`src/rtl/softmax_tile_dispatch_ctrl.sv`:
```
// softmax_tile_dispatch_ctrl
//   Steers the B2R tile stream onto the bank of row-wise softmax units.
//   Tiles arrive tile-major: (t0,r0)..(t0,rN-1),(t1,r0)... They pass through a
//   single output register. Each registered tile is offered to its row with a
//   one-hot valid. After the last tile drains, the block waits for every row's
//   done pulse. It then pulses b2r_rst_n low and raises slice_done.
//
// Ports:
//   clk, rst_n          clock, synchronous active-low reset
//   start               begin one slice (ignored unless idle)
//   in_valid/in_ready   B2R tile handshake, in_data tile payload
//   softmax_en          softmax bank enable
//   sm_valid/sm_ready   per-row one-hot valid / per-row ready
//   sm_data             registered tile shared by all rows
//   sm_tile_idx/sm_last column index of the tile, last-tile-of-row flag
//   sm_done             per-row completion pulse
//   b2r_rst_n           active-low reset to the B2R converter
//   slice_done          single-cycle slice completion pulse
//   busy                controller not idle
//   stall_cnt           (only with STALL_CNT_EN) saturating output-stall counter
//
// Optional feature macro: STALL_CNT_EN
module softmax_tile_dispatch_ctrl #(
    parameter int WIDTH          = 16,
    parameter int COL            = 64,
    parameter int TILE_SIZE      = 8,
    parameter int NUM_CORES      = 2,
    parameter int BLOCK_SIZE     = 2,
    parameter int B2R_RST_CYCLES = 2,
    localparam int NUM_ROWS  = NUM_CORES * BLOCK_SIZE,
    localparam int NUM_TILES = COL / TILE_SIZE,
    localparam int TILE_W    = WIDTH * TILE_SIZE,
    localparam int TI_W      = (NUM_TILES > 1) ? $clog2(NUM_TILES) : 1
) (
    input  logic                clk,
    input  logic                rst_n,
    input  logic                start,
    input  logic                in_valid,
    output logic                in_ready,
    input  logic [TILE_W-1:0]   in_data,
    output logic                softmax_en,
    output logic [NUM_ROWS-1:0] sm_valid,
    input  logic [NUM_ROWS-1:0] sm_ready,
    output logic [TILE_W-1:0]   sm_data,
    output logic [TI_W-1:0]     sm_tile_idx,
    output logic                sm_last,
    input  logic [NUM_ROWS-1:0] sm_done,
    output logic                b2r_rst_n,
    output logic                slice_done,
    output logic                busy
`ifdef STALL_CNT_EN
    ,
    output logic [31:0]         stall_cnt
`endif
);

    localparam int RI_W = (NUM_ROWS > 1) ? $clog2(NUM_ROWS) : 1;
    localparam int FC_W = (B2R_RST_CYCLES > 1) ? $clog2(B2R_RST_CYCLES) : 1;

    typedef enum logic [1:0] {IDLE, STREAM, DRAIN, FLUSH} state_t;

    state_t              state, state_next;
    logic [RI_W-1:0]     row_idx;
    logic [RI_W-1:0]     cur_row;
    logic [TI_W-1:0]     tile_idx;
    logic                all_accepted;
    logic [NUM_ROWS-1:0] done_flags;
    logic [FC_W-1:0]     flush_cnt;

    logic out_full, out_drain, accept, start_ok, last_in, row_wrap, tile_wrap;

    always_comb begin
        out_full   = |sm_valid;
        out_drain  = out_full && sm_ready[cur_row];
        // Depends only on registered state and sm_ready, never on in_valid.
        in_ready   = (state == STREAM) && (!out_full || sm_ready[cur_row]) && !all_accepted;
        accept     = in_valid && in_ready;
        start_ok   = (state == IDLE) && start;
        row_wrap   = (row_idx == RI_W'(NUM_ROWS - 1));
        tile_wrap  = (tile_idx == TI_W'(NUM_TILES - 1));
        last_in    = row_wrap && tile_wrap;
        busy       = (state != IDLE);
        slice_done = (state == FLUSH) && (flush_cnt == '0);
        b2r_rst_n  = rst_n && (state != FLUSH);

        state_next = state;
        case (state)
            IDLE:    if (start) state_next = STREAM;
            STREAM:  if (all_accepted && (!out_full || out_drain)) state_next = DRAIN;
            DRAIN:   if (&done_flags) state_next = FLUSH;
            FLUSH:   if (flush_cnt == FC_W'(B2R_RST_CYCLES - 1)) state_next = IDLE;
            default: state_next = IDLE;
        endcase
    end

    always_ff @(posedge clk) begin
        if (!rst_n) state <= IDLE;
        else        state <= state_next;
    end

    always_ff @(posedge clk) begin
        if (!rst_n) begin
            row_idx      <= '0;
            tile_idx     <= '0;
            cur_row      <= '0;
            all_accepted <= 1'b0;
            done_flags   <= '0;
            flush_cnt    <= '0;
            softmax_en   <= 1'b0;
            sm_valid     <= '0;
            sm_data      <= '0;
            sm_tile_idx  <= '0;
            sm_last      <= 1'b0;
        end else begin
            if (start_ok) begin
                row_idx      <= '0;
                tile_idx     <= '0;
                all_accepted <= 1'b0;
                done_flags   <= '0;
                softmax_en   <= 1'b1;
            end

            // Load wins over drain: a same-cycle drain+accept replaces the tile.
            if (accept) begin
                sm_valid    <= NUM_ROWS'(1) << row_idx;
                sm_data     <= in_data;
                sm_tile_idx <= tile_idx;
                sm_last     <= tile_wrap;
                cur_row     <= row_idx;
                if (last_in) all_accepted <= 1'b1;
                if (row_wrap) begin
                    row_idx  <= '0;
                    tile_idx <= tile_wrap ? '0 : tile_idx + TI_W'(1);
                end else begin
                    row_idx  <= row_idx + RI_W'(1);
                end
            end else if (out_drain) begin
                sm_valid <= '0;
            end

            if (state == STREAM || state == DRAIN)
                done_flags <= done_flags | sm_done;

            if (state == FLUSH) begin
                done_flags <= '0;
                if (state_next == IDLE) begin
                    flush_cnt  <= '0;
                    softmax_en <= 1'b0;
                end else begin
                    flush_cnt <= flush_cnt + FC_W'(1);
                end
            end
        end
    end

`ifdef STALL_CNT_EN
    always_ff @(posedge clk) begin
        if (!rst_n)
            stall_cnt <= '0;
        else if (start_ok)
            stall_cnt <= '0;
        else if (out_full && !sm_ready[cur_row] && stall_cnt != '1)
            stall_cnt <= stall_cnt + 32'd1;
    end
`endif

endmodule

```
`config.mk`:
```
export PLATFORM = sky130hd
export DESIGN_NAME = softmax_tile_dispatch_ctrl
export DESIGN_NICKNAME = d
export VERILOG_FILES = /design/src/rtl/softmax_tile_dispatch_ctrl.sv
export SDC_FILE = /design/constraint.sdc
export NUM_CORES = 1
export LEC_CHECK = 0
export CAP_MARGIN = 25
export CORE_ASPECT_RATIO = 0.9
export CORE_UTILIZATION = 41
export CTS_CLUSTER_SIZE = 12
export DETAILED_ROUTE_END_ITERATION = 6
export MAX_ROUTING_LAYER = met4
export PLACE_DENSITY = 0.81
export SLEW_MARGIN = 20
export SYNTH_ARGS = -nofsm -noshare
export SYNTH_HDL_FRONTEND = slang
export SYNTH_SLANG_ARGS = --single-unit
```
`constraint.sdc`:
```
create_clock -name clk -period 2.1 [get_ports clk]
set_input_delay 0.42 -clock clk [delete_from_list [all_inputs] [get_ports clk]]
set_output_delay 0.42 -clock clk [all_outputs]
set_load 0.005 [all_outputs]
```
run_1/wires.png
Two of the layers only.
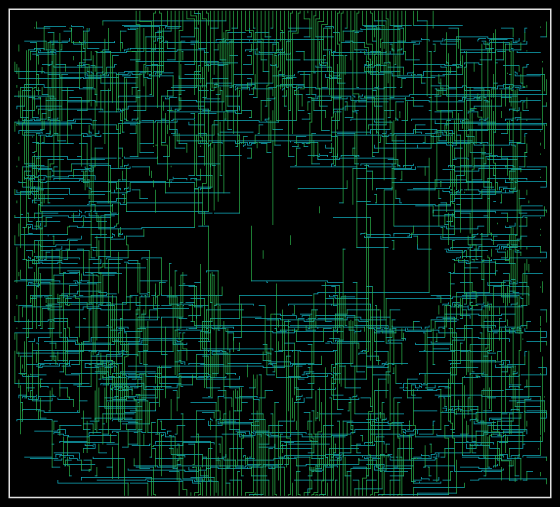
| color | layer | wire length |
|---|---|---|
| green | metal 2 | 8760 um |
| cyan | metal 1 | 7340 um |
total routing usage reported by global routing: 23.28%
mean routed wirelength per cell: 14.96 um
detailed-route via count: 5907
Routed WL: 17.67 mm

run_1/logic_types.png
The bar under the picture is 50 um long.
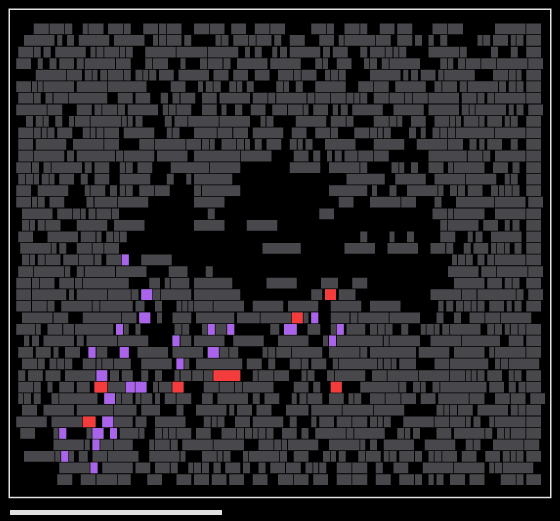
| color | family | cells |
|---|---|---|
| red | non-inverting ao/oa cells | 7 |
| purple | aoi and oai cells | 26 |
combinational fraction of the cell area: 25.03%
top logic cell by instance count in the layout: sky130_fd_sc_hd__clkdlybuf4s50_1
post-layout instance count excluding filler cells: 1181

==> summary.rpt, run 1 <==
==== FLOW RESULTS ====
----------------------------------------------------
[Floorplanning]
  Core Util at FP ........................ 42.59%
  Die extent in y ........................ 114.6 um
  Ports placed on the boundary ........................ 281
  Area of the core region ........................ 0.01356 mm^2
  Chip area ........................ 0.01457 mm^2
  Die boundary width ........................ 127.1 um
  Row count ........................ 40

[Power]
  Overall Power ........................ 7.735 mW
  Power density normalized to cell area ........................ 790.5 mW/mm^2
  LEAKAGE ........................ 4.232 nW
  Maximum VDD drop ........................ 0.5879 mV

[Routing]
  Number of violations reported at the end of detailed-routing iteration 0 ........................ 300
  DRC violation count after routing ........................ 0
  Iteration tally of the first detailed-router pass ........................ 4
  Remaining number of nets flagged by the antenna check after routing ........................ 0
  Avg Vias per Cell ........................ 5.002

[Worst setup path]
  Startpoint type of the worst setup path ........................ input pin
  Required time of the critical path ........................ 2.46 ns
  Data arrival time at the worst-slack endpoint ........................ 2.53 ns
  Slowest CP cell ........................ sky130_fd_sc_hd__mux4_2
  Biggest cell delay along the critical path ........................ 0.51 ns
  Number of cells traversed by the worst register-to-register path ........................ 9
  Largest fanout on the critical path ........................ 15
  Worst Path Class, Setup ........................ input pin to flip-flop
  Cells along the critical path ........................ clkdlybuf4s50_1 > mux4_2 > buf_4 > buf_4 > o211ai_1 > buf_4 > buf_8 > buf_12 > nand3_1 > nand2_1
  Worst R2R Start ........................ cur_row[0]$_SDFFE_PN0P_
  CP dominant cell by count ........................ sky130_fd_sc_hd__buf_4
  Slack of the worst reg-to-reg path ........................ -0.06 ns
  Reg-to-Reg End ........................ sm_data[107]$_SDFFE_PN0P_
  Worst setup EP type ........................ flip-flop

[Final timing]
  Slew @ Worst Pin ........................ 0.7526 ns
  Final period util ........................ 103.5%
  Final-report max-slew violation count ........................ 0
  Max transition margin ........................ 49.82%
  Minimum setup slack in the final design ........................ -0.07328 ns
  Hold violation total from the final report ........................ 0
  Fmax ........................ 460.1 MHz
  Final critical delay including setup and external delays ........................ 2.173 ns
  Final Setup Violations ........................ 128
  Setup repair after global routing missed its margin ........................ yes

[Logic synthesis]
  Basic Gates by Area ........................ 35.43%
  Area share of the largest cell type after synthesis ........................ 52.67%
  Top cell type by total area after synthesis ........................ sky130_fd_sc_hd__dfxtp_1
  Share of synthesized registers carrying an async set or reset ........................ 0%
  Flip-flops with a built-in enable ........................ 0
  Comb area leader ........................ simple AND/OR/NAND/NOR gates
  Multiplexer share of the synthesized area ........................ 0.3899%
  Yosys-reported design area after synthesis ........................ 0.005777 mm^2
  Aoi/oai-family share of the synthesized area ........................ 3.704%
  Distinct cells, synth ........................ 33
  Adder and majority gate portion of the synthesized area ........................ 2.382%
  Yosys stat cell total ........................ 708
  FF+latch count, synth ........................ 152
  Seq share, synth ........................ 52.67%
  Post-synthesis average cell area ........................ 8.159 um^2
  Most frequently used cell type in the post-synthesis netlist ........................ sky130_fd_sc_hd__nand3_1
  Area fraction in xor and xnor cells ........................ 0%
  Commonest register cell after synthesis ........................ sky130_fd_sc_hd__dfxtp_1
  Cell types with the largest area share after synthesis ........................ sky130_fd_sc_hd__dfxtp_1 (53%), sky130_fd_sc_hd__nand3_1 (23%), sky130_fd_sc_hd__nand2_1 (9.3%), sky130_fd_sc_hd__ha_1 (2.4%), sky130_fd_sc_hd__buf_2 (2.2%)
  Most numerous cell types in the synthesized netlist ........................ sky130_fd_sc_hd__nand3_1 (271), sky130_fd_sc_hd__dfxtp_1 (152), sky130_fd_sc_hd__nand2_1 (143)
  Synthesized instance count ........................ 708
  Post-synth design cell area ........................ 0.005777 mm^2
  Yosys Warn Count ........................ 0
  Number of nets in the synthesized netlist ........................ 859

[Min path]
  Worst Hold Path Cells ........................ 2
  Worst hold path class ........................ flip-flop to flip-flop
  Endpoint with the worst hold slack ........................ sm_data[23]$_SDFFE_PN0P_
  Min-Delay Startpoint ........................ sm_data[23]$_SDFFE_PN0P_

[Final layout]
  Area grow syn2layout ........................ 69.37%
  Final nets ........................ 1130
  Tally of filler cells in the layout ........................ 1039
  Layout cell share with drive strength beyond 1 ........................ 7.964%
  Number of antenna repair diodes ........................ 0
  Post-Route Utilization ........................ 72.14%

[GRT]
  Total grt overflow ........................ 0
  Pin count of the biggest net entering global routing ........................ 178
  Number of antenna violations at the first check in global routing ........................ 0
  Number of global-route vias before repair ........................ 5201
  First-pass GRT wire length ........................ 25.94 mm

[CTS]
  CTS tree ........................ built
  CTS Hold Bufs ........................ 0
  Clock Path Buffers ........................ 2
  H-tree levels ........................ 4
  Number of clock sinks ........................ 152
  Root buffer cell ........................ sky130_fd_sc_hd__clkbuf_16
  CTS clock-pin slew for the worst setup and hold paths ........................ 0.06 ns

[Place]
  Gpl congestion ........................ 0.7712
  Final HPWL from detailed placement ........................ 11.42 mm
  Port bufs ........................ 280

[Outcome]
  Failing checks ........................ setup timing
  Result of the run ........................ complete, but fails checks

[Run]
  Total tool warning count ........................ 39
  MaxCap Viol Count ........................ 0

----------------------------------------------------
run_1/clocks.png
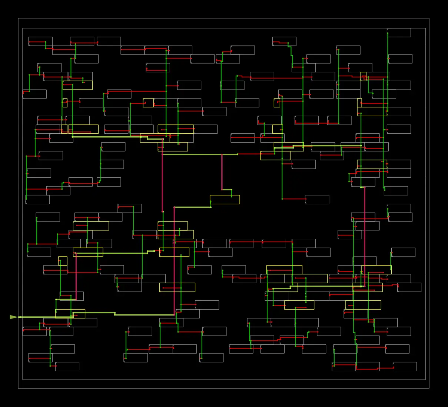
Flops: 152
Clock Skews: 0.008100 ns
source-to-sink clock delay at the later pin of the worst-skew pair: 0.42 ns
total clock buffers created by CTS: 17

run_1/flops_by_reg.png
The bar under the picture is 50 um long. Other sequential cells in the stronger gray, the rest of the logic in the fainter gray.
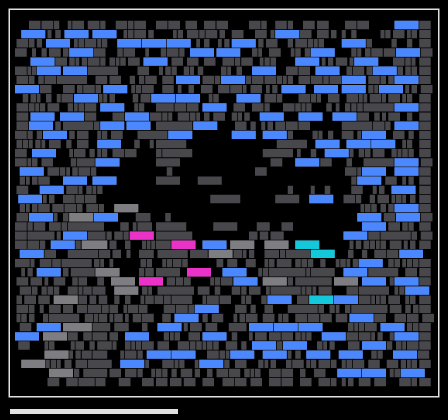
| color | netlist name | placed flops |
|---|---|---|
| blue | sm_data | 128 |
| cyan | sm_tile_idx | 3 |
| magenta | sm_valid | 4 |
not colored: 17

==> run 1: worst max-delay path by stage <==
stage                                        from                         to  slack, ns  depth (start not counted)
after CTS                             sm_ready[3]  sm_data[107]$_SDFFE_PN0P_      -0.03                          9
after global routing      cur_row[0]$_SDFFE_PN0P_  sm_data[107]$_SDFFE_PN0P_      -0.13                          9
after global placement                sm_ready[3]                   in_ready      -0.32                          4
after detailed placement              sm_ready[3]   sm_data[97]$_SDFFE_PN0P_      -0.35                          8
final                                 sm_ready[0]  sm_data[107]$_SDFFE_PN0P_      -0.07                         10
after floorplan                       sm_ready[3]      softmax_en$_SDFF_PN0_       0.27                          4
==> run 1: final cells by class <==
class | count | area (um^2) | area share, %
tap | 189 | 236.5 | 2.417
timing repair buffer | 316 | 3342 | 34.16
sequential | 152 | 3048 | 31.15
clock inverter | 13 | 250.2 | 2.558
inverter | 7 | 26.28 | 0.2685
multi-input combinational | 485 | 2449 | 25.03
clock buffer | 19 | 432.9 | 4.425
==> run 1: logic make-up (layout without fill, tap and decap cells) <==
group / Yosys count / count (layout)
simple gates: 440 / 440
compound gates: 33 / 33
flops: 152 / 152
mux: 1 / 1
fa+ha+maj: 11 / 11
buf+inv: 71 / 355
==> run 1: flip-flops by register name, indices dropped and copies added (netlist names) <==
name / flops
sm_data: 128
row_idx: 2
tile_idx: 3
flush_cnt: 1
softmax_en: 1
sm_last: 1
all_accepted: 1
cur_row: 2
sm_tile_idx: 3
state: 2
sm_valid: 4
done_flags: 4
==> run 1: power by group <==
part,internal (mW),total (mW),switching (mW)
logic,0.658,1.11,0.449
clock network,2.35,3.53,1.18
registers,3.03,3.10,0.0720
==> run 1: routing by layer <==
| metal | routed length, um | global-route usage (%) |
|---|---|---|
| met5 | 0 | - |
| met1 | 7339 | 27.14 |
| met2 | 8760 | 38.28 |
| met3 | 1304 | 7.103 |
| met4 | 267 | 7.698 |
==> run 1: worst max-delay path, delay by kind of cell <==
family	cells	cell delay, ns
buffers and inverters	6	1.19
multiplexers	1	0.51
AND/OR/NAND/NOR	2	0.21
AND-OR/OR-AND	1	0.19
==> run 1: metrics by stage <==
| stage | setup TNS [ns] | area [um^2] | cells | hold WS, ns | worst slack [ns] |
|---|---|---|---|---|---|
| 5_1_grt | -12.70 | 9784 | 1181 | 0.4627 | -0.1335 |
| 3_3_place_gp | -38.21 | 8861 | 1139 | 0.4342 | -0.3214 |
| 2_1_floorplan | 0 | 5777 | 708 | 0.4286 | 0.2659 |
| 6_report | -4.097 | 9784 | 1181 | 0.4447 | -0.07328 |
| 3_5_place_dp | -43.56 | 8861 | 1139 | 0.4404 | -0.3473 |
| 4_1_cts | -0.1960 | 9558 | 1172 | 0.4481 | -0.02676 |
==> run 1: repair_timing <==
item,in CTS,in global routing
endpoints found under the setup margin,4,140
cloned,0,7
resized,12,22
pin swaps,3,5
setup buffers,1,2
==> run 1: placed cells by master (no fill, tap or decap), drive strengths merged, types with 8 or more instances in the layout <==
master | netlist | final
clkdlybuf4s50 | 0 | 275
nand3 | 271 | 271
dfxtp | 152 | 152
nand2 | 143 | 143
buf | 41 | 32
clkbuf | 23 | 25
ha | 11 | 11
a21oi | 8 | 8
run_1/io_placement.png
Pins as bars across the die edge, other pins in gray.
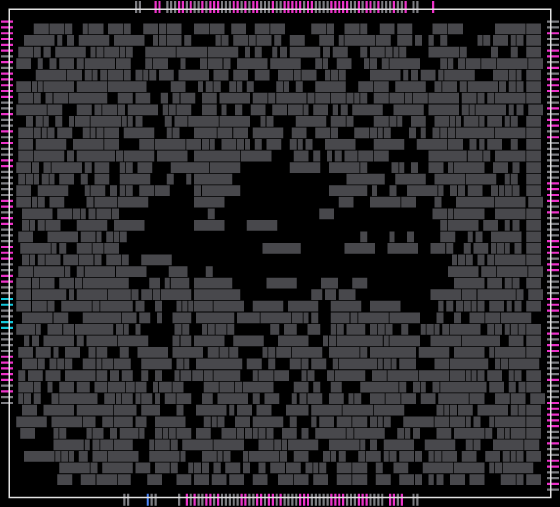

==> run 1 -> run 2 <==
TNS_END_PERCENT = 30   (was default)
run_2/io_placement.png
Pins as bars across the die edge, other pins in gray.
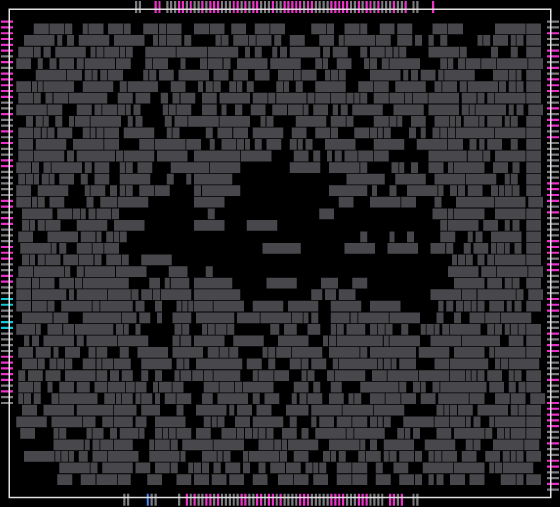
| color | port | pins | direction | edge |
|---|---|---|---|---|
| blue | b2r_rst_n | 1 | output | bottom |
| cyan | sm_ready | 4 | input | left |
| magenta | in_data | 128 | input | 37 right, 34 top, 32 left, 25 bottom |

run_2/clocks.png
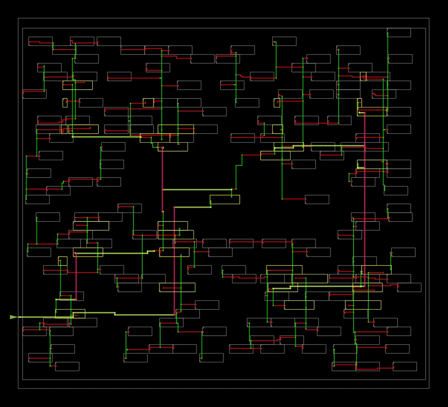
Clock Skews: 0.008731 ns
clock buf count: 19

==> summary.rpt, run 2 <==
==== FLOW RESULTS ====
----------------------------------------------------
[Outcome]
  Result of the run ........................ complete, but fails checks (unchanged)
  Failing checks ........................ setup timing (unchanged)

[Final timing]
  Final-report max-slew violation count ........................ 0 (unchanged)
  Minimum setup slack in the final design ........................ -0.07206 ns (was -0.07328 ns)
  Final critical delay including setup and external delays ........................ 2.172 ns (was 2.173 ns)
  Setup repair after global routing missed its margin ........................ yes (unchanged)
  Fmax ........................ 460.4 MHz (was 460.1 MHz)
  Slew @ Worst Pin ........................ 0.7268 ns (was 0.7526 ns)
  Max transition margin ........................ 51.55% (was 49.82%)
  Final Setup Violations ........................ 121 (was 128)

[Worst setup path]
  Critical path endpoint ........................ sm_data[107]$_SDFFE_PN0P_ (unchanged)
  Startpoint type of the worst setup path ........................ input pin (unchanged)
  Category of cells accounting for the largest share of critical-path delay ........................ buffers and inverters (unchanged)
  Slowest CP cell ........................ sky130_fd_sc_hd__mux4_2 (unchanged)
  Worst R2R Start ........................ cur_row[0]$_SDFFE_PN0P_ (unchanged)
  CP dominant cell by count ........................ sky130_fd_sc_hd__buf_4 (unchanged)
  Cells along the critical path ........................ clkdlybuf4s50_1 > mux4_2 > buf_4 > buf_4 > o211ai_1 > buf_4 > buf_8 > buf_12 > nand3_1 > nand2_1 (unchanged)
  Largest fanout on the critical path ........................ 15 (unchanged)
  Worst setup EP type ........................ flip-flop (unchanged)
  Number of cells traversed by the worst register-to-register path ........................ 9 (unchanged)
  Crit. path cell count ........................ 10 (unchanged)
  CP startpoint ........................ sm_ready[0] (unchanged)

[Logic synthesis]
  Yosys stat cell total ........................ 708 (unchanged)
  Yosys Warn Count ........................ 0 (unchanged)
  Commonest register cell after synthesis ........................ sky130_fd_sc_hd__dfxtp_1 (unchanged)
  Post-synth design cell area ........................ 0.005777 mm^2 (unchanged)
  Cell types with the largest area share after synthesis ........................ sky130_fd_sc_hd__dfxtp_1 (53%), sky130_fd_sc_hd__nand3_1 (23%), sky130_fd_sc_hd__nand2_1 (9.3%), sky130_fd_sc_hd__ha_1 (2.4%), sky130_fd_sc_hd__buf_2 (2.2%) (unchanged)
  Top cell type by total area after synthesis ........................ sky130_fd_sc_hd__dfxtp_1 (unchanged)
  Distinct cells, synth ........................ 33 (unchanged)
  Synthesized instance count ........................ 708 (unchanged)
  Yosys-reported design area after synthesis ........................ 0.005777 mm^2 (unchanged)
  Area share of the largest cell type after synthesis ........................ 52.67% (unchanged)
  Most frequently used cell type in the post-synthesis netlist ........................ sky130_fd_sc_hd__nand3_1 (unchanged)
  Post-synthesis average cell area ........................ 8.159 um^2 (unchanged)

[Final layout]
  Final nets ........................ 1128 (was 1130)
  Top Layout Cells ........................ sky130_fd_sc_hd__clkdlybuf4s50_1 (275), sky130_fd_sc_hd__nand3_1 (271), sky130_fd_sc_hd__dfxtp_1 (150) (unchanged)
  Largest register by flop count ........................ sm_data (unchanged)
  Number of antenna repair diodes ........................ 0 (unchanged)
  Top logic cell by instance count in the layout ........................ sky130_fd_sc_hd__clkdlybuf4s50_1 (unchanged)
  Post-Route Utilization ........................ 71.82% (was 72.14%)
  Max reg flops ........................ 128 (unchanged)
  Top flop regs ........................ sm_data x128, done_flags x4, sm_valid x4 (unchanged)

[Floorplanning]
  Die extent in y ........................ 114.6 um (unchanged)
  Ports placed on the boundary ........................ 281 (unchanged)
  Row count ........................ 40 (unchanged)
  Chip area ........................ 0.01457 mm^2 (unchanged)

[CTS]
  Number of clock sinks ........................ 152 (unchanged)
  Source-to-sink clock delay at the later pin of the worst-skew pair ........................ 0.42 ns (about the same)
  Root buffer cell ........................ sky130_fd_sc_hd__clkbuf_16 (unchanged)

[Place]
  Dpl cells ........................ 1139 (unchanged)
  Gpl congestion ........................ 0.7712 (unchanged)
  Final HPWL from detailed placement ........................ 11.42 mm (unchanged)
  Dpl ws ........................ -0.3473 ns (unchanged)

[Power]
  LEAKAGE ........................ 4.209 nW (was 4.232 nW)
  Power spent charging and discharging nets ........................ 1.698 mW (was 1.705 mW)
  Proportion of total power due to net switching ........................ 22.00% (was 22.04%)
  Relative contribution of sequential cells to total power ........................ 40.1% (about the same)
  Power density normalized to cell area ........................ 792.4 mW/mm^2 (was 790.5 mW/mm^2)
  Combinational share of power ........................ 14.1% (was 14.3%)

[Routing]
  Routed wl met3 ........................ 1.297 mm (was 1.304 mm)
  Number of violations reported at the end of detailed-routing iteration 0 ........................ 331 (was 300)
  Detailed-routed wire length on met2 ........................ 8.557 mm (was 8.760 mm)
  Mean routed wirelength per cell ........................ 14.82 um (was 14.96 um)
  Avg Vias per Cell ........................ 4.978 (was 5.002)
  Routed WL ........................ 17.47 mm (was 17.67 mm)
  Routed length on met1 ........................ 7.319 mm (was 7.339 mm)
  DRC violation count after routing ........................ 0 (unchanged)
  Detailed-route via count ........................ 5869 (was 5907)
  Top Layer Used ........................ met4 (unchanged)

[GRT]
  Number of antenna violations at the first check in global routing ........................ 0 (unchanged)
  Total grt overflow ........................ 0 (unchanged)
  Total routing usage reported by global routing ........................ 23.28% (unchanged)
  Number of global-route vias before repair ........................ 5201 (unchanged)
  Pin count of the biggest net entering global routing ........................ 178 (unchanged)

[Run]
  MaxCap Viol Count ........................ 0 (unchanged)
  Total tool warning count ........................ 39 (unchanged)

[Min path]
  Worst hold path class ........................ flip-flop to flip-flop (unchanged)

----------------------------------------------------
run 2: cell count changes in the layout (fill, tap and decap cells not counted), sizes merged:
cell	delta
buf	-1
clkbuf	-1
run 2: worst min-delay path by stage:
stage                                  to  cells after the start                        from  slack, ns
3_3_place_gp     sm_data[29]$_SDFFE_PN0P_                      2    sm_data[29]$_SDFFE_PN0P_       0.43
2_1_floorplan  done_flags[3]$_SDFFE_PN0P_                      2  done_flags[3]$_SDFFE_PN0P_       0.43
5_1_grt          sm_data[60]$_SDFFE_PN0P_                      2    sm_data[60]$_SDFFE_PN0P_       0.46
4_1_cts          sm_data[89]$_SDFFE_PN0P_                      2    sm_data[89]$_SDFFE_PN0P_       0.45
3_5_place_dp     sm_data[93]$_SDFFE_PN0P_                      2    sm_data[93]$_SDFFE_PN0P_       0.44
6_report        sm_data[121]$_SDFFE_PN0P_                      2   sm_data[121]$_SDFFE_PN0P_       0.44
run 2: layout make-up:
| class | count | area, um^2 |
|---|---|---|
| Inverter | 7 | 26.28 |
| Timing Repair Buffer | 314 | 3298 |
| Clock inverter | 13 | 250.2 |
| Sequential cell | 152 | 3048 |
| Multi-Input combinational cell | 485 | 2449 |
| Fill cell | 1055 | 3822 |
| Clock buffer | 19 | 432.9 |
| Tap cell | 189 | 236.5 |
run 2: routing by layer:
metal	GRT usage (%)	up-vias
li1	-	2952
met1	27.14	2690
met2	38.28	204
met3	7.103	23
met4	7.698	0
met5	-	-
run 2: cells by family (layout without fill, tap and decap cells):
kind of cell | Yosys count | count (layout) | synth area share (%)
buffers and inverters | 71 | 353 | 5.415
multiplexers | 1 | 1 | 0.3898
AND/OR/NAND/NOR | 440 | 440 | 35.43
flip-flops | 152 | 152 | 52.67
AND-OR/OR-AND | 33 | 33 | 3.704
adder cells (fa/ha/maj) | 11 | 11 | 2.382
run 2: power by group through the flow:
stage,logic (mW),clock network [mW],registers (mW)
5_1_grt,1.18,3.71,3.11
6_report,1.09,3.53,3.10
2_1_floorplan,0.348,0,3.17
4_1_cts,1.04,3.58,3.10
3_3_place_gp,1.02,0,3.15
3_5_place_dp,1.03,0,3.16
run 2: what timing repair did:
item                                    in CTS  in global routing
endpoints found under the setup margin       4                140
pin swaps                                    3                  3
gates cloned                                 0                  5
resized                                     12                 20
setup buffers                                1                  2
run 2: stage by stage:
stage          hold WS, ns  total power [mW]  TNS [ns]  instance area (um^2)
2_1_floorplan       0.4286             3.517         0                  5777
3_3_place_gp        0.4342             4.178    -38.21                  8861
3_5_place_dp        0.4404             4.190    -43.56                  8861
4_1_cts             0.4481             7.720   -0.1960                  9558
5_1_grt             0.4627             8.001    -11.84                  9741
6_report            0.4448             7.718    -3.653                  9741
run 2: worst register-to-register path, stage by stage, from the launching register on:
cell and delay, ns:
sky130_fd_sc_hd__dfxtp_2 0.35, sky130_fd_sc_hd__mux4_2 0.55, sky130_fd_sc_hd__buf_4 0.17, sky130_fd_sc_hd__buf_4 0.15, sky130_fd_sc_hd__o211ai_1 0.19, sky130_fd_sc_hd__buf_4 0.18
sky130_fd_sc_hd__buf_8 0.15, sky130_fd_sc_hd__buf_12 0.15, sky130_fd_sc_hd__nand3_1 0.10, sky130_fd_sc_hd__nand2_1 0.10
run_2/flops_by_reg.png
The bar under the picture is 50 um long. Other sequential cells in the stronger gray, the rest of the logic in the fainter gray.
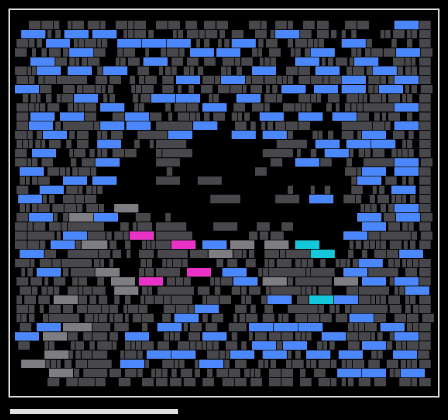

==> run 2 -> run 3 <==
REMOVE_ABC_BUFFERS = 1   (was default)
run_3/flops_by_reg.png
The bar under the picture is 50 um long. Other sequential cells in the stronger gray, the rest of the logic in the fainter gray.
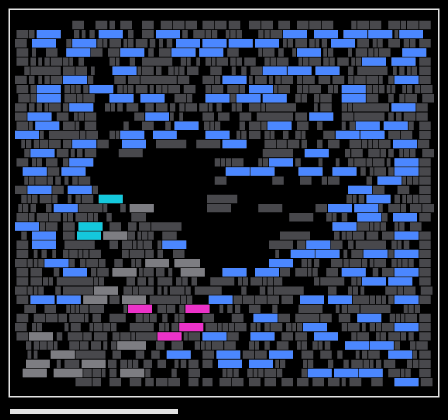
| color | netlist name | placed flops |
|---|---|---|
| cyan | sm_tile_idx | 3 |
| magenta | sm_valid | 4 |
| blue | sm_data | 128 |
not colored: 17

==> summary.rpt, run 3 <==
==== FLOW RESULTS ====
----------------------------------------------------
[Final timing]
  Final-report max-slew violation count ........................ 0 (unchanged)
  Final sum of negative setup slack ........................ 0 ns (was -3.653 ns)
  Final critical delay including setup and external delays ........................ 2.053 ns (was 2.172 ns)
  Slew @ Worst Pin ........................ 0.5767 ns (was 0.7268 ns)
  Hold violation total from the final report ........................ 0 (unchanged)
  Clock Skews ........................ 0.008510 ns (was 0.008731 ns)
  Final period util ........................ 97.76% (was 103.4%)
  Max transition margin ........................ 61.56% (was 51.55%)
  Fmax ........................ 487.1 MHz (was 460.4 MHz)
  Worst hold slack ........................ 0.4449 ns (was 0.4448 ns)

[GRT]
  First-pass GRT wire length ........................ 26.41 mm (was 25.94 mm)
  Total grt overflow ........................ 0 (unchanged)
  Number of global-route vias before repair ........................ 5384 (was 5201)
  Number of antenna violations at the first check in global routing ........................ 0 (unchanged)
  Pin count of the biggest net entering global routing ........................ 144 (was 178)
  Total routing usage reported by global routing ........................ 24.00% (was 23.28%)

[Outcome]
  Result of the run ........................ finished, final reports clean (was complete, but fails checks)

[Power]
  Overall Power ........................ 7.379 mW (was 7.718 mW)
  Power density normalized to cell area ........................ 771.6 mW/mm^2 (was 792.4 mW/mm^2)
  Maximum VDD drop ........................ 0.6693 mV (was 0.5877 mV)
  LEAKAGE ........................ 4.101 nW (was 4.209 nW)

[Worst setup path]
  Slowest CP cell ........................ sky130_fd_sc_hd__clkdlybuf4s50_1 (was sky130_fd_sc_hd__mux4_2)
  Critical path endpoint ........................ b2r_rst_n (was sm_data[107]$_SDFFE_PN0P_)
  Data arrival time at the worst-slack endpoint ........................ 1.63 ns (was 2.53 ns)
  Required time of the critical path ........................ 1.68 ns (was 2.46 ns)
  Critical path buffer and inverter count ........................ 1 (was 6)
  Worst R2R Start ........................ cur_row[0]$_SDFFE_PN0P_ (unchanged)
  Worst Path Class, Setup ........................ flip-flop to output port (was input pin to flip-flop)
  Startpoint type of the worst setup path ........................ flip-flop (was input pin)
  Worst setup EP type ........................ output port (was flip-flop)
  Reg-to-Reg End ........................ sm_data[28]$_SDFFE_PN0P_ (was sm_data[107]$_SDFFE_PN0P_)
  Largest fanout on the critical path ........................ 7 (was 15)
  CP startpoint ........................ state[1]$_SDFF_PN0_ (was sm_ready[0])
  Biggest cell delay along the critical path ........................ 0.52 ns (was 0.51 ns)
  Crit. path cell count ........................ 3 (was 10)
  Cells along the critical path ........................ ha_4 > nor2b_2 > clkdlybuf4s50_1 (was clkdlybuf4s50_1 > mux4_2 > buf_4 > buf_4 > o211ai_1 > buf_4 > buf_8 > buf_12 > nand3_1 > nand2_1)
  Category of cells accounting for the largest share of critical-path delay ........................ buffers and inverters (unchanged)
  Number of cells traversed by the worst register-to-register path ........................ 7 (was 9)

[CTS]
  Number of clock sinks ........................ 152 (unchanged)
  Source-to-sink clock delay at the later pin of the worst-skew pair ........................ 0.42 ns (about the same)
  Total clock buffers created by CTS ........................ 17 (unchanged)
  Clock Path Buffers ........................ 2 (unchanged)
  CTS clock-pin slew for the worst setup and hold paths ........................ 0.06 ns (about the same)
  H-tree levels ........................ 4 (unchanged)
  CTS Hold Bufs ........................ 0 (unchanged)
  Root buffer cell ........................ sky130_fd_sc_hd__clkbuf_16 (unchanged)

[Logic synthesis]
  Distinct cells, synth ........................ 33 (unchanged)
  Yosys-reported design area after synthesis ........................ 0.005777 mm^2 (unchanged)
  Seq share, synth ........................ 52.67% (unchanged)
  Yosys stat cell total ........................ 708 (unchanged)
  FF+latch count, synth ........................ 152 (unchanged)
  Post-synth design cell area ........................ 0.005777 mm^2 (unchanged)
  Cell types with the largest area share after synthesis ........................ sky130_fd_sc_hd__dfxtp_1 (53%), sky130_fd_sc_hd__nand3_1 (23%), sky130_fd_sc_hd__nand2_1 (9.3%), sky130_fd_sc_hd__ha_1 (2.4%), sky130_fd_sc_hd__buf_2 (2.2%) (unchanged)
  Share of synthesized registers carrying an async set or reset ........................ 0% (unchanged)
  Top cell type by total area after synthesis ........................ sky130_fd_sc_hd__dfxtp_1 (unchanged)
  Post-synthesis average cell area ........................ 8.159 um^2 (unchanged)
  Most numerous cell types in the synthesized netlist ........................ sky130_fd_sc_hd__nand3_1 (271), sky130_fd_sc_hd__dfxtp_1 (152), sky130_fd_sc_hd__nand2_1 (143) (unchanged)
  Area share of the largest cell type after synthesis ........................ 52.67% (unchanged)
  Commonest register cell after synthesis ........................ sky130_fd_sc_hd__dfxtp_1 (unchanged)
  Flip-flops with a built-in enable ........................ 0 (unchanged)
  Yosys Warn Count ........................ 0 (unchanged)

[Final layout]
  Top flop regs ........................ sm_data x128, done_flags x4, sm_valid x4 (unchanged)
  Top Layout Cells ........................ sky130_fd_sc_hd__clkdlybuf4s50_1 (273), sky130_fd_sc_hd__nand3_1 (271), sky130_fd_sc_hd__dfxtp_1 (149) (was sky130_fd_sc_hd__clkdlybuf4s50_1 (275), sky130_fd_sc_hd__nand3_1 (271), sky130_fd_sc_hd__dfxtp_1 (150))
  Max reg flops ........................ 128 (unchanged)
  Post-layout instance count excluding filler cells ........................ 1174 (was 1179)
  Top logic cell by instance count in the layout ........................ sky130_fd_sc_hd__clkdlybuf4s50_1 (unchanged)
  Final nets ........................ 1123 (was 1128)
  Area grow syn2layout ........................ 65.54% (was 68.62%)
  Layout cell share with drive strength beyond 1 ........................ 7.310% (was 7.778%)
  Largest register by flop count ........................ sm_data (unchanged)
  Number of antenna repair diodes ........................ 0 (unchanged)
  Post-Route Utilization ........................ 70.51% (was 71.82%)

[Min path]
  Worst hold path class ........................ flip-flop to flip-flop (unchanged)
  Worst Hold Path Cells ........................ 2 (unchanged)

[Routing]
  DRC violation count after routing ........................ 0 (unchanged)
  Number of violations reported at the end of detailed-routing iteration 0 ........................ 346 (was 331)
  Avg Vias per Cell ........................ 5.020 (was 4.978)
  Remaining number of nets flagged by the antenna check after routing ........................ 0 (unchanged)
  Routed WL ........................ 17.19 mm (was 17.47 mm)
  Iteration tally of the first detailed-router pass ........................ 4 (was 5)
  Detailed-route via count ........................ 5893 (was 5869)
  Mean routed wirelength per cell ........................ 14.64 um (was 14.82 um)

[Run]
  Total tool warning count ........................ 35 (was 39)
  MaxCap Viol Count ........................ 0 (unchanged)

[Floorplanning]
  Core Util at FP ........................ 42.59% (unchanged)
  Chip area ........................ 0.01457 mm^2 (unchanged)
  Die boundary width ........................ 127.1 um (unchanged)
  Row count ........................ 40 (unchanged)
  Ports placed on the boundary ........................ 281 (unchanged)
  Area of the core region ........................ 0.01356 mm^2 (unchanged)

[Place]
  Dpl cells ........................ 1141 (was 1139)
  Gpl congestion ........................ 0.7880 (was 0.7712)
  Final HPWL from detailed placement ........................ 11.83 mm (was 11.42 mm)

----------------------------------------------------
run_3/io_placement.png
Pins as bars across the die edge, other pins in gray.
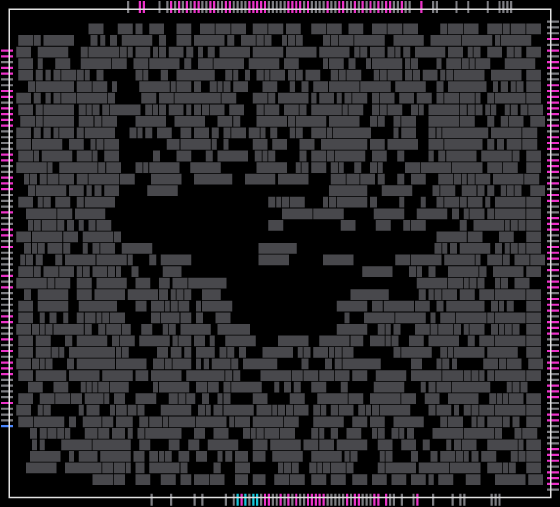
| color | port | pins | direction | edge |
|---|---|---|---|---|
| blue | b2r_rst_n | 1 | output | left |
| cyan | sm_ready | 4 | input | bottom |
| magenta | in_data | 128 | input | 49 right, 32 top, 29 left, 18 bottom |
port bufs: 280
die extent in y: 114.6 um

run 3: cell counts after synthesis:
No cell type changed its count.
run 3: power breakdown:
part / switching (mW) / total [mW] / internal, mW
sequential: 0.0728 / 3.10 / 3.02
clock: 1.23 / 3.23 / 2.00
combinational: 0.434 / 1.05 / 0.618
run 3: final cells by class:
type / count / area (um^2)
Tap cell: 189 / 236.5
Inverter: 7 / 26.28
Sequential cell: 152 / 3052
Timing Repair Buffer: 309 / 3163
Clock inverter: 14 / 197.7
Multi-Input combinational cell: 485 / 2459
Clock buffer: 18 / 429.2
Fill cell: 1046 / 4000
run 3: how the worst min path moves through the flow:
stage          slack [ns]                       start                    endpoint
5_1_grt              0.46    sm_data[73]$_SDFFE_PN0P_    sm_data[73]$_SDFFE_PN0P_
2_1_floorplan        0.43  done_flags[3]$_SDFFE_PN0P_  done_flags[3]$_SDFFE_PN0P_
6_report             0.44    sm_data[39]$_SDFFE_PN0P_    sm_data[39]$_SDFFE_PN0P_
4_1_cts              0.45   sm_data[121]$_SDFFE_PN0P_   sm_data[121]$_SDFFE_PN0P_
3_3_place_gp         0.43    sm_data[67]$_SDFFE_PN0P_    sm_data[67]$_SDFFE_PN0P_
3_5_place_dp         0.44   sm_data[121]$_SDFFE_PN0P_   sm_data[121]$_SDFFE_PN0P_
run 3: layer usage:
metal	share of wire (%)	vias to the layer above	wire length, um	global-route usage, %
li1	-	2952	-	-
met1	42	2699	7162	27.17
met3	7.3	28	1261	7.383
met2	49	214	8431	39.45
met4	1.9	0	333	10.08
met5	0	-	0	-
run 3: timing repair:
| item | in CTS | in global routing |
|---|---|---|
| resized | 18 | 2 |
| setup buffers | 0 | 1 |
| setup endpoints to repair | 4 | 2 |
| pin swaps | 1 | 0 |
| hold endpoints to repair | 0 | 0 |
run 3: worst register-to-register path: stages (launching register included):
cell and delay, ns:
sky130_fd_sc_hd__dfxtp_2 0.34, sky130_fd_sc_hd__mux4_2 0.54, sky130_fd_sc_hd__buf_4 0.18, sky130_fd_sc_hd__o211ai_1 0.25
sky130_fd_sc_hd__buf_4 0.24, sky130_fd_sc_hd__buf_4 0.22, sky130_fd_sc_hd__nand3_1 0.11, sky130_fd_sc_hd__nand2_1 0.09
run 3: metrics by stage:
step / setup slack, ns / cell area, um^2
3_3_place_gp: -0.2819 / 8901
3_5_place_dp: -0.3895 / 8901
5_1_grt: -0.001676 / 9563
6_report: 0.04707 / 9563
4_1_cts: -0.01889 / 9555
2_1_floorplan: -4.353 / 5490
run 3: cell families after synthesis:
logic type,Yosys count,share of synthesized area (%)
flip-flops,152,52.67
adder cells (fa/ha/maj),11,2.382
buffers and inverters,71,5.415
AND-OR/OR-AND,33,3.704
multiplexers,1,0.3898
AND/OR/NAND/NOR,440,35.43
Power figures rest on the tool's default switching activity, not on a simulated workload.
